==> src/rtl/cdb_arbiter.sv <==
// Common data bus arbiter: round-robin grant among functional units, winner
// broadcast on a registered CDB one cycle after acceptance.

module cdb_arb_lane #(
  parameter int                   UNIT_SIZE = 8,
  parameter logic [UNIT_SIZE-1:0] READY_TAG = 8'h7F
) (
  input  logic [UNIT_SIZE-1:0] tag_i,
  output logic                 rsv_o
);
  assign rsv_o = (tag_i == READY_TAG);
endmodule

module cdb_arbiter #(
  parameter int                   N_REQ     = 4,
  parameter int                   WORD_SIZE = 32,
  parameter int                   UNIT_SIZE = 8,
  parameter logic [UNIT_SIZE-1:0] READY_TAG = 8'h7F
) (
  input  logic                         clk,
  input  logic                         rst_n,
  input  logic                         flush,
  input  logic [N_REQ-1:0]             req_valid,
  input  logic [N_REQ*UNIT_SIZE-1:0]   req_tag,
  input  logic [N_REQ*WORD_SIZE-1:0]   req_data,
  output logic [N_REQ-1:0]             req_ready,
  output logic                         cdb_valid,
  output logic [UNIT_SIZE-1:0]         cdb_tag,
  output logic [WORD_SIZE-1:0]         cdb_data,
  output logic [15:0]                  cdb_count,
  output logic                         err_tag
);
  localparam int PTR_W = (N_REQ > 1) ? $clog2(N_REQ) : 1;

  logic [N_REQ-1:0][UNIT_SIZE-1:0] lane_tag;
  logic [N_REQ-1:0][WORD_SIZE-1:0] lane_data;
  logic [N_REQ-1:0]                lane_rsv;

  for (genvar g = 0; g < N_REQ; g++) begin : g_lane
    assign lane_tag[g]  = req_tag[g*UNIT_SIZE +: UNIT_SIZE];
    assign lane_data[g] = req_data[g*WORD_SIZE +: WORD_SIZE];
    cdb_arb_lane #(.UNIT_SIZE(UNIT_SIZE), .READY_TAG(READY_TAG)) u_lane (
      .tag_i (lane_tag[g]),
      .rsv_o (lane_rsv[g])
    );
  end

  logic [PTR_W-1:0]     rr_ptr_q, rr_ptr_d;
  logic                 cdb_valid_q, cdb_valid_d;
  logic [UNIT_SIZE-1:0] cdb_tag_q, cdb_tag_d;
  logic [WORD_SIZE-1:0] cdb_data_q, cdb_data_d;
  logic [15:0]          cdb_count_q, cdb_count_d;
  logic                 err_tag_q, err_tag_d;

  logic [N_REQ-1:0]     grant;
  logic [PTR_W-1:0]     gnt_idx;
  logic [PTR_W:0]       idx;
  logic                 xfer;

  // Scan from rr_ptr upward with wrap; reset low also masks grants.
  always_comb begin
    grant   = '0;
    gnt_idx = '0;
    idx     = '0;
    xfer    = 1'b0;
    if (rst_n && !flush) begin
      for (int k = 0; k < N_REQ; k++) begin
        idx = {1'b0, rr_ptr_q} + (PTR_W+1)'(k);
        if (idx >= (PTR_W+1)'(N_REQ)) idx = idx - (PTR_W+1)'(N_REQ);
        if (!xfer && req_valid[idx[PTR_W-1:0]]) begin
          xfer                     = 1'b1;
          grant[idx[PTR_W-1:0]]    = 1'b1;
          gnt_idx                  = idx[PTR_W-1:0];
        end
      end
    end
  end

  always_comb begin
    rr_ptr_d    = rr_ptr_q;
    cdb_valid_d = 1'b0;
    cdb_tag_d   = cdb_tag_q;
    cdb_data_d  = cdb_data_q;
    cdb_count_d = cdb_count_q;
    err_tag_d   = err_tag_q;
    if (xfer) begin
      rr_ptr_d = (gnt_idx == PTR_W'(N_REQ-1)) ? '0 : gnt_idx + PTR_W'(1);
      // Reserved tag is consumed but never reaches the bus.
      if (lane_rsv[gnt_idx]) begin
        err_tag_d = 1'b1;
      end else begin
        cdb_valid_d = 1'b1;
        cdb_tag_d   = lane_tag[gnt_idx];
        cdb_data_d  = lane_data[gnt_idx];
        cdb_count_d = cdb_count_q + 16'd1;
      end
    end
  end

  always_ff @(posedge clk or negedge rst_n) begin
    if (!rst_n) begin
      rr_ptr_q    <= '0;
      cdb_valid_q <= 1'b0;
      cdb_tag_q   <= READY_TAG;
      cdb_data_q  <= '0;
      cdb_count_q <= '0;
      err_tag_q   <= 1'b0;
    end else begin
      rr_ptr_q    <= rr_ptr_d;
      cdb_valid_q <= cdb_valid_d;
      cdb_tag_q   <= cdb_tag_d;
      cdb_data_q  <= cdb_data_d;
      cdb_count_q <= cdb_count_d;
      err_tag_q   <= err_tag_d;
    end
  end

  assign req_ready = grant;
  assign cdb_valid = cdb_valid_q;
  assign cdb_tag   = cdb_tag_q;
  assign cdb_data  = cdb_data_q;
  assign cdb_count = cdb_count_q;
  assign err_tag   = err_tag_q;
endmodule

==> config.mk <==
export PLATFORM = sky130hd
export DESIGN_NAME = cdb_arbiter
export DESIGN_NICKNAME = d
export VERILOG_FILES = /design/src/rtl/cdb_arbiter.sv
export SDC_FILE = /design/constraint.sdc
export NUM_CORES = 1
export LEC_CHECK = 0
export ABC_AREA = 1
export CORE_ASPECT_RATIO = 0.6
export CORE_MARGIN = 5
export CORE_UTILIZATION = 40
export CTS_CLUSTER_SIZE = 12
export DETAILED_ROUTE_END_ITERATION = 6
export GPL_TIMING_DRIVEN = 1
export PLACE_DENSITY = 0.83
export SLEW_MARGIN = 15
export SYNTH_ARGS = -nofsm -noshare
export SYNTH_HDL_FRONTEND = slang
export SYNTH_SLANG_ARGS = --single-unit
export TNS_END_PERCENT = 1
==> constraint.sdc <==
create_clock -name clk -period 2.3 [get_ports clk]
set_input_delay 0.23 -clock clk [delete_from_list [all_inputs] [get_ports clk]]
set_output_delay 0.23 -clock clk [all_outputs]
set_load 0.05 [all_outputs]
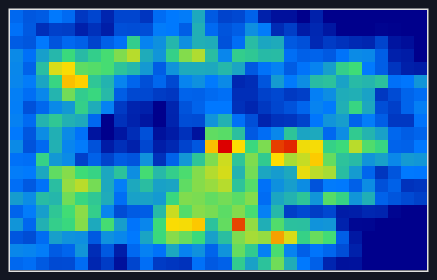
*Signal metal coverage by tile, run 1*
32 x 20 tiles, from dark blue (low) to red (high), scaled to the fullest tile. Values are wire area over tile area, all layers added.
fullest tile = 0.77
densest ninth of the die = south
mean over tiles = 0.22
nearly empty tiles = 7.2%

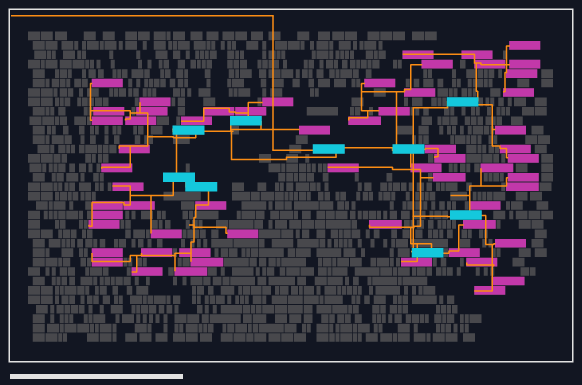
*Routed clock nets over the placement, run 1*
Bar = 50 um.
clock drivers -> cyan  # count 9
flip-flops -> magenta  # count 60
clock wires -> orange  # length 931 um
routed clock nets = 10

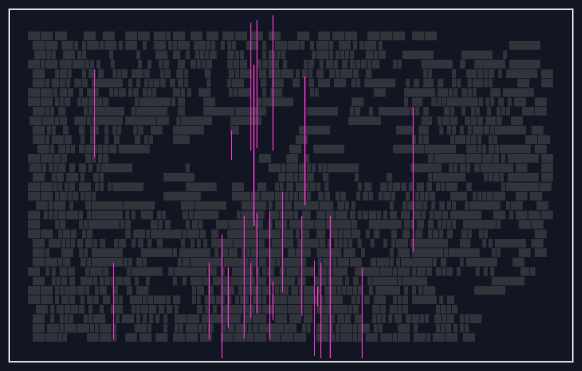
*M4 wires, run 1*
longest straight run = 46.2 um
nets with wire on the layer = 23
wire length on this layer = 677 um

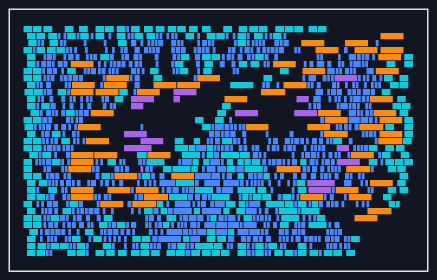
*Placed cells, one colour a class, run 1*
combinational and other logic -> blue  # cells 797
remaining buffers and delay cells -> cyan  # cells 272
clock drivers and dummy loads -> purple  # cells 16
sequential cells -> orange  # cells 60

==> impl.org, run 1 <==
* Implementation run

** Global route
- GR Layer Usage met1 :: 32.9%
- Via count of the first global-routing pass :: 6,550
- Grt met2 use :: 38.3%

** Worst setup path
- For reference, the most critical setup path is categorized as reg -> out.
- STA classifies the critical path startpoint as a flop.
- The OpenROAD report gives the critical path a required time of 2.07 ns.
- Along the critical path, the tally of buffer and inverter instances is 5.
- Crit path cell chain :: inv_4 > ha_4 > inv_4 > nand3_4 > nand2_8 > nor2_4 > inv_2 > o22ai_2 > a21oi_2 > o21ai_1 > nand2_1 > inv_2 > buf_12
- The worst setup path is captured at an output port.
- The OpenROAD report gives the critical path a data arrival time of 2.11 ns.

** STA
- Final count of pins violating max slew :: 0
- Highest clock rate :: 0.427 GHz
- OpenROAD reports that the post-layout worst path occupies 102% of the period.
- Hold-check failures listed in the final report amount to 0.
- Setup violation total in the final timing report :: 3
- Final critical-path setup slack :: -0.0405 ns
- Hold is met by 0.0707 ns.
- For the final routed database, the setup TNS stands at -0.101 ns.

** Clock tree
- Root buffer cell :: sky130_fd_sc_hd__clkbuf_16
- Per the CTS log, the buffer count on the longest clock path is 2.
- CTS Hold Bufs :: 0
- Buffer count from post-CTS setup fixing :: 7

** Layout
- The layout contains a multi-input combinational cell count of 597.
- Layout overhead on the synthesized area :: 57.9%
- Cells fill 64.4% of the core in the end.
- Fin area :: 0.00878 mm2
- In the final layout, non-clock buffers account for 32.4% of the cell area.
- Logic area :: 0.00311 mm2

** Status
- The run finished, with violations left.
- The checks that failed: setup timing.

** Synth
- Sequential fraction of the synthesis area :: 27.2%
- After synthesis, the netlist uses 32 different library cells.
- For this design, Yosys synthesis ends with a cell count of 920.
- After synthesis the cells add up to 0.00556 mm2.
- AND/OR/NAND/NOR Cells, Area Fraction :: 47.1%

** Placed design
- Summed over all nets, the half-perimeter wirelength after detailed placement is 15,900 um.
- Per the post-place timing report, worst setup slack is -0.101 ns.
- The final weighted congestion recorded by global placement is 0.915.

** Routing
- After detailed routing, no signal wire sits above met4.
- Routed len/inst :: 16.3 um
- Initial detailed-routing violation count :: 577

** Worst hold path
- The path class of the tightest hold or removal check is in -> async.

** Power and ir drop
- VDD sags by at most 0.000766 V.
- Total power divided by cell area :: 1240 mW/mm2

** Floorplan
- The share of the core area taken by cells at floorplan is 40.8%.
- Die W :: 162 um
## run 1: synthesized netlist by cell type (4+ instances only)
library cell               count
sky130_fd_sc_hd__nand2_1     279
sky130_fd_sc_hd__inv_1       196
sky130_fd_sc_hd__nand3_1     152
sky130_fd_sc_hd__nand4_1      91
sky130_fd_sc_hd__dfrtp_1      53
sky130_fd_sc_hd__clkbuf_1     26
sky130_fd_sc_hd__buf_2        15
sky130_fd_sc_hd__nor2_1       12
sky130_fd_sc_hd__buf_6         9
sky130_fd_sc_hd__ha_1          9
sky130_fd_sc_hd__xor2_1        9
sky130_fd_sc_hd__buf_1         8
sky130_fd_sc_hd__dfstp_2       7
sky130_fd_sc_hd__buf_4         5
sky130_fd_sc_hd__nand3_2       5
sky130_fd_sc_hd__nor3_1        5
sky130_fd_sc_hd__o21ai_0       5
sky130_fd_sc_hd__xnor2_1       5
sky130_fd_sc_hd__nor4_1        4
## run 1: registers in the layout, summed over array words and instances, names as in the netlist
| register | count |
|---|---|
| err_tag | 1 |
| cdb_count | 16 |
| cdb_valid | 1 |
| rr_ptr_q | 2 |
| cdb_tag | 8 |
| cdb_data | 32 |
## run 1: final timing paths
path	endpoint	slack, ns	from	depth (start not counted)
worst min register to register	cdb_tag[5]	0.47	cdb_tag[5]	2
worst max register to register	cdb_data[30]	0	rr_ptr_q[0]	14
min in group clk	cdb_tag[5]	0.47	cdb_tag[5]	2
worst max-delay path	req_ready[1]	-0.04	rr_ptr_q[0]	13
max in group asynchronous	rr_ptr_q[0]	1.63	rst_n	2
worst min-delay path	cdb_data[0]	0.07	rst_n	2
## run 1: where the power goes
group | switching [W] | internal [W]
registers | 0.000308 | 0.00151
clock network | 0.000465 | 0.00104
logic | 0.00482 | 0.00274
## Run 2: what changed since run 1
--- a/config.mk
+++ b/config.mk
@@ -12,7 +12,7 @@
 export CTS_CLUSTER_SIZE = 12
 export DETAILED_ROUTE_END_ITERATION = 6
 export GPL_TIMING_DRIVEN = 1
-export PLACE_DENSITY = 0.83
+export PLACE_DENSITY = 0.89
 export SLEW_MARGIN = 15
 export SYNTH_ARGS = -nofsm -noshare
 export SYNTH_HDL_FRONTEND = slang
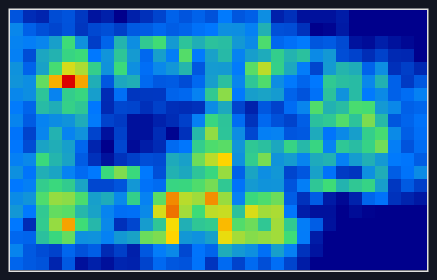
*Signal metal coverage by tile, run 2*
32 x 20 tiles, from dark blue (low) to red (high), scaled to the fullest tile. Values are wire area over tile area, all layers added.
fullest tile = 0.79
nearly empty tiles = 9.2%
emptiest ninth of the die = south-east
mean over tiles = 0.22
routed len/inst: 15.9 um
final wirelength: 21,200 um

==> run 2 against run 1 <==
- the flow still finishes with violations (setup timing)
- routed wire length down 1.4%
- fmax down 0.71%
- synthesized cell count unchanged
- die area unchanged
- sequential power about the same
- first-iteration DRC count up 15%
==> impl.org, run 2 <==
* Implementation run

** Status
- The run finished, with violations left.
- The checks that failed: setup timing.

** Layout
- The final report gives the core utilization as 65.5%.
- Leaving out buffers and inverters, the combinational logic in the layout accounts for 0.00308 mm2.
- Number of fillers in the final layout :: 1,116
- After routing the design area is 0.00892 mm2.
- Between the synthesized netlist and the finished layout, the area growth was recorded as 60.5%.

** Clock tree
- Once the clock tree was built, the setup fixing pass inserted 2 buffers.
- CTS placed an instance of sky130_fd_sc_hd__clkbuf_16 at the clock tree root.
- Number of buffers on the longest clock path :: 2

** STA
- Final count of pins violating max slew :: 0
- Final critical-path setup slack :: -0.0572 ns
- Per the timing report, the achievable frequency comes out to 0.424 GHz.
- Fin Setup TNS :: -2.03 ns
- Hold Slack :: 0.146 ns
- Final cycle utilization of the critical path :: 102%
- The final timing report counts setup violations totalling 60.

** Worst setup path
- Counting cells, the worst reg-to-reg path comes to 15.
- The timing report gives the worst reg2reg path a setup slack of -0.06 ns.
- Class of the most critical setup path :: reg -> reg
- The critical path ends at cdb_data[18].
- OpenSTA lists the critical path startpoint as rr_ptr_q[0].
- Worst Path Arrival :: 2.62 ns
- Type of element capturing the critical path :: flop
- CP Data Required Time :: 2.56 ns
- STA lists the endpoint of the worst register-to-register path as cdb_data[18].

** Placed design
- Summed over all nets, the half-perimeter wirelength after detailed placement is 15,400 um.
- At the placement stage, the worst setup path has a slack of -0.0644 ns.
- At the end of routability-driven placement, the weighted congestion stood at 0.962.

** Power and ir drop
- Peak supply drop :: 0.000702 V
- For this design the ratio of total power to cell area is 1260 mW/mm2.

** Floorplan
- The floorplan step records an initial core utilization of 40.8%.

** Synth
- sky130_fd_sc_hd__nand2_1 is the most common cell in the netlist.
- Summed over all instances, the cell type with the most area after synthesis is sky130_fd_sc_hd__dfrtp_1.
- Sorting the synthesized cells by how often they occur yields 279 x sky130_fd_sc_hd__nand2_1, 196 x sky130_fd_sc_hd__inv_1, 152 x sky130_fd_sc_hd__nand3_1, 91 x sky130_fd_sc_hd__nand4_1, 53 x sky130_fd_sc_hd__dfrtp_1.
- After synthesis, the design contains 920 cells according to Yosys.
- Per the synthesis report, the number of distinct cell types is 32.
- Summing the sequential cell areas from Yosys gives 27.2% of the chip area.
- Area of the mapped netlist :: 0.00556 mm2

** Routing
- Once iteration 0 of detailed routing completed, the report listed 666 DRC markers.

** Global route
- Via count of the first global-routing pass :: 6,421

** Worst hold path
- Hold Path Class :: in -> async
==> run 2: cell families (layout without fill, tap and decap cells) <==
logic type               after synthesis  in the layout  share of synthesized area (%)
buffers and inverters                263            499                           19.7
other                                  0              1                              0
AND/OR/NAND/NOR                      558            558                           47.1
flip-flops                            60             60                           27.2
AND-OR/OR-AND                         16             16                           1.80
adder cells (fa/ha/maj)                9              9                           2.03
XOR/XNOR                              14             14                           2.21
==> run 2: where the power goes <==
group | switching, W | internal (W)
Sequential | 0.000292 | 0.00151
Combinational | 0.00486 | 0.00300
Clock | 0.000468 | 0.00112
Total | 0.00562 | 0.00563
==> run 2: worst max-delay path: stages (launching register included) <==
cell,delay (ns)
sky130_fd_sc_hd__dfrtp_2,0.41
sky130_fd_sc_hd__buf_6,0.16
sky130_fd_sc_hd__nand2_1,0.11
sky130_fd_sc_hd__nand3_2,0.12
sky130_fd_sc_hd__nand2_4,0.12
sky130_fd_sc_hd__clkinv_4,0.11
sky130_fd_sc_hd__nand4_4,0.13
sky130_fd_sc_hd__nand2_4,0.09
sky130_fd_sc_hd__buf_12,0.14
sky130_fd_sc_hd__buf_4,0.13
sky130_fd_sc_hd__nand4_1,0.06
sky130_fd_sc_hd__nand3_1,0.16
sky130_fd_sc_hd__nand2_4,0.18
sky130_fd_sc_hd__buf_4,0.20
sky130_fd_sc_hd__nand3_1,0.08
sky130_fd_sc_hd__nand2_1,0.08
==> run 2: final cells by class <==
class	count	share of cell area (%)
timing repair buffer	283	33.6
inverter	200	8.53
antenna	1	0.0280
sequential	60	17.0
multi-input combinational	597	34.5
clock buffer	12	2.87
tap	175	2.45
clock inverter	4	1.07
==> run 2: per-layer routing <==
metal  wire, um  global-route usage, %
met1       8790                   31.3
met2       9750                   38.4
met3       2050                   6.55
met4        601                   8.32
met5         13                      0
## Run 3: what changed since run 2
--- a/config.mk
+++ b/config.mk
@@ -13,6 +13,7 @@
 export DETAILED_ROUTE_END_ITERATION = 6
 export GPL_TIMING_DRIVEN = 1
 export PLACE_DENSITY = 0.89
+export RECOVER_POWER = 100
 export SLEW_MARGIN = 15
 export SYNTH_ARGS = -nofsm -noshare
 export SYNTH_HDL_FRONTEND = slang
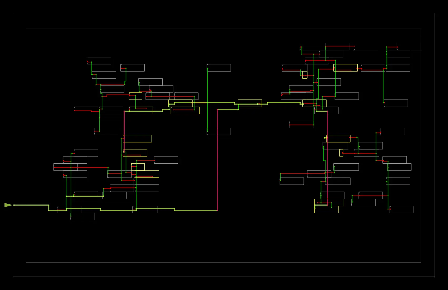
*Clock nets, run 3*
clock insertion delay at the later pin of the skew report: 0.32 ns
count of flip-flops and latches: 60
worst setup skew after layout: 0.00370 ns
clock buffer count in the final layout: 12
number of buffers added by the clock tree synthesis step: 9

==> run 3 against run 2 <==
- the flow finishes with violations (capacitance limit, slew limit, setup timing)
- combinational power fell by 2%
- core utilization is essentially flat
- worst hold slack improved by 0.29 ns
- final area hardly changed
- sequential power is essentially flat
- fmax down 0.66%
- die area stayed put
- clock skew is essentially flat
- cell count stayed put
- routed wire length rose by 0.24%
- first-iteration DRC count fell by 11%
- global-route usage is the same
- largest cell class unchanged
- largest power group unchanged
==> impl.org, run 3 <==
* Implementation run

** STA
- Across all setup checks in the final design, the least slack found is -0.0729 ns.
- The final layout reports a setup TNS of -1.96 ns.
- For reference, the final report shows the hold violation count at 0.
- Hold Slack :: 0.439 ns
- The final critical path takes up 103% of the cycle.
- Final count of pins violating max slew :: 61
- Setup violation total in the final timing report :: 59
- For the finished layout, the period the worst path requires is 2.37 ns.
- The highest clock rate this design can be run at is 0.421 GHz.

** Routing
- Vias post-DR :: 6,979
- Final wirelength :: 21,300 um
- The script logs the mean routed wire length per placed instance as 16.0 um.
- Detailed Routing Iterations Pass 1 :: 5
- Initial detailed-routing violation count :: 592

** Synth
- Async SR Flop Fraction :: 100%
- Counting flops and latches in the post-synthesis netlist gives 60.
- Cell taking the most area after synthesis :: sky130_fd_sc_hd__dfrtp_1
- In the Yosys stats the netlist draws on 32 distinct library cells.
- Leading post-synthesis cells by instance count :: 279 x sky130_fd_sc_hd__nand2_1, 196 x sky130_fd_sc_hd__inv_1, 152 x sky130_fd_sc_hd__nand3_1, 91 x sky130_fd_sc_hd__nand4_1, 53 x sky130_fd_sc_hd__dfrtp_1
- Count of synthesis-stage warnings from yosys :: 0
- # Cells Yosys :: 920
- Sequential fraction of the synthesis area :: 27.2%
- The most common cell in the synthesized netlist is sky130_fd_sc_hd__nand2_1.
- Area of the mapped netlist :: 0.00556 mm2

** Worst setup path
- The report shows a maximum critical-path fanout of 4.
- According to the timing report, the critical path is captured at req_ready[2].
- The OpenROAD report gives the critical path a required time of 2.07 ns.
- At the worst endpoint, the arrival time is 2.14 ns.
- The critical path is of the reg -> out type.
- Startpoint of the most critical setup path :: rr_ptr_q[0]
- The worst register-to-register path ends at cdb_data[30].
- Worst r2r path cells :: 15
- The worst setup path is captured at an output port.
- Crit Reg-Reg Startpoint :: rr_ptr_q[0]
- Category of the worst setup path launch point :: flop
- Setup slack of the worst register-to-register path :: -0.06 ns

** Worst hold path
- Hold Path Class :: in -> async

** Global route
- The via count of the first global-routing pass is 6,421.
- GR Layer Usage met1 :: 31.3%
- The first global-routing pass estimated 31,700 um of wire.
- Most used routing layer :: met2
- On met2, the global router reports a usage of 38.4%.
- Per the GRT congestion report, total overflow comes to 0.
- In the global route stage, met3 resource usage came out at 6.55%.

** Clock tree
- Root buffer cell :: sky130_fd_sc_hd__clkbuf_16
- Number of buffers on the longest clock path :: 2
- Hold repair after CTS inserted 0 buffers.

** Layout
- Layout overhead on the synthesized area :: 60.5%
- Layout cell share with drive strength beyond 1 :: 10.6%
- After layout the signal buffers, clock cells excluded, come to 33.6% of cell area.
- By area, the class that comes first in the final layout consists of multi-input combinational cells.
- Number of flip-flops under the largest register name :: 32
- The layout report gives the register share of total cell area as 17.0%.
- Logic area :: 0.00308 mm2
- By instance count after routing, the leading logic cell type is sky130_fd_sc_hd__nand2_1.
- After routing the design area is 0.00892 mm2.
- Count of inverters other than clock inverters in the layout :: 200
- Per the final report, the share of cell area in clock cells is 3.94%.
- The final layout report lists a filler cell count of 1,117.
- Measured on the finished design, the core utilization comes to 65.5%.
- Fraction of standard cell area in multi-input logic :: 34.5%
- The layout has 283 buffers outside the clock class.
- Multi-input combinational cell count :: 597
- For this run, the script counts the antenna cells in the layout as 1.

** Floorplan
- Standard-cell rows :: 33
- Fp_density :: 40.8%
- Tap insertion was completed with 175 tapcells.
- Die W :: 162 um

** Power and ir drop
- Peak supply drop :: 0.000675 V
- Total power divided by cell area :: 1240 mW/mm2

** Status
- The run finished, with violations left.
- Violations in the final reports :: capacitance limit, slew limit, setup timing

** Placed design
- After legalization and detailed placement, the total HPWL measured 15,400 um.
- Including well taps, the total number of placed cells is 1,294.
- Per the gpl log, the routability congestion estimate is 0.962.
- Setup slack on the worst path after placement came out at -0.0644 ns.

** Flow run
- Per the run summary, max-cap violations total 1.
[run 3: netlist changes by cell type in the layout (fill, tap and decap cells not counted), sizes merged]
cell	previous run	this run
clkbuf	17	18
dlygate4sd3	0	57
clkdlybuf4s50	223	166
buf	55	54
[run 3: power by group]
part / switching [W] / internal [W]
registers: 0.000274 / 0.00151
logic: 0.00486 / 0.00287
clock network: 0.000469 / 0.00112
total: 0.00561 / 0.00549
[run 3: critical path, stage by stage, from the launching register on]
cell and delay (ns):
sky130_fd_sc_hd__dfrtp_2 0.37, sky130_fd_sc_hd__inv_2 0.06, sky130_fd_sc_hd__ha_4 0.30, sky130_fd_sc_hd__nand3_2 0.13
sky130_fd_sc_hd__nand2_8 0.13, sky130_fd_sc_hd__nor2_4 0.04, sky130_fd_sc_hd__buf_4 0.14, sky130_fd_sc_hd__a22oi_1 0.19
sky130_fd_sc_hd__o21ai_1 0.11, sky130_fd_sc_hd__o21ai_1 0.12, sky130_fd_sc_hd__inv_1 0.08, sky130_fd_sc_hd__buf_12 0.15
[run 3: layer usage]
| metal | wire [um] | vias to the layer above |
|---|---|---|
| met5 | 13 | - |
| met4 | 536 | 2 |
| met3 | 2070 | 43 |
| met2 | 9810 | 395 |
| met1 | 8820 | 3178 |
| li1 | - | 3361 |
[run 3: kinds of logic (layout without fill, tap and decap cells)]
group | after synthesis | count (layout) | share of synthesized area, %
AND/OR/NAND/NOR | 558 | 558 | 47.1
buffers and inverters | 263 | 499 | 19.7
flip-flops | 60 | 60 | 27.2
AND-OR/OR-AND | 16 | 16 | 1.80
XOR/XNOR | 14 | 14 | 2.21
adder cells (fa/ha/maj) | 9 | 9 | 2.03
other | 0 | 1 | 0
[run 3: timing repair]
item,CTS,global route
cloned,0,6
gates resized,12,26
pin swaps,2,12
endpoints found under the setup margin,60,62
setup buffers,2,14
Power figures rest on the tool's default switching activity, not on a simulated workload.
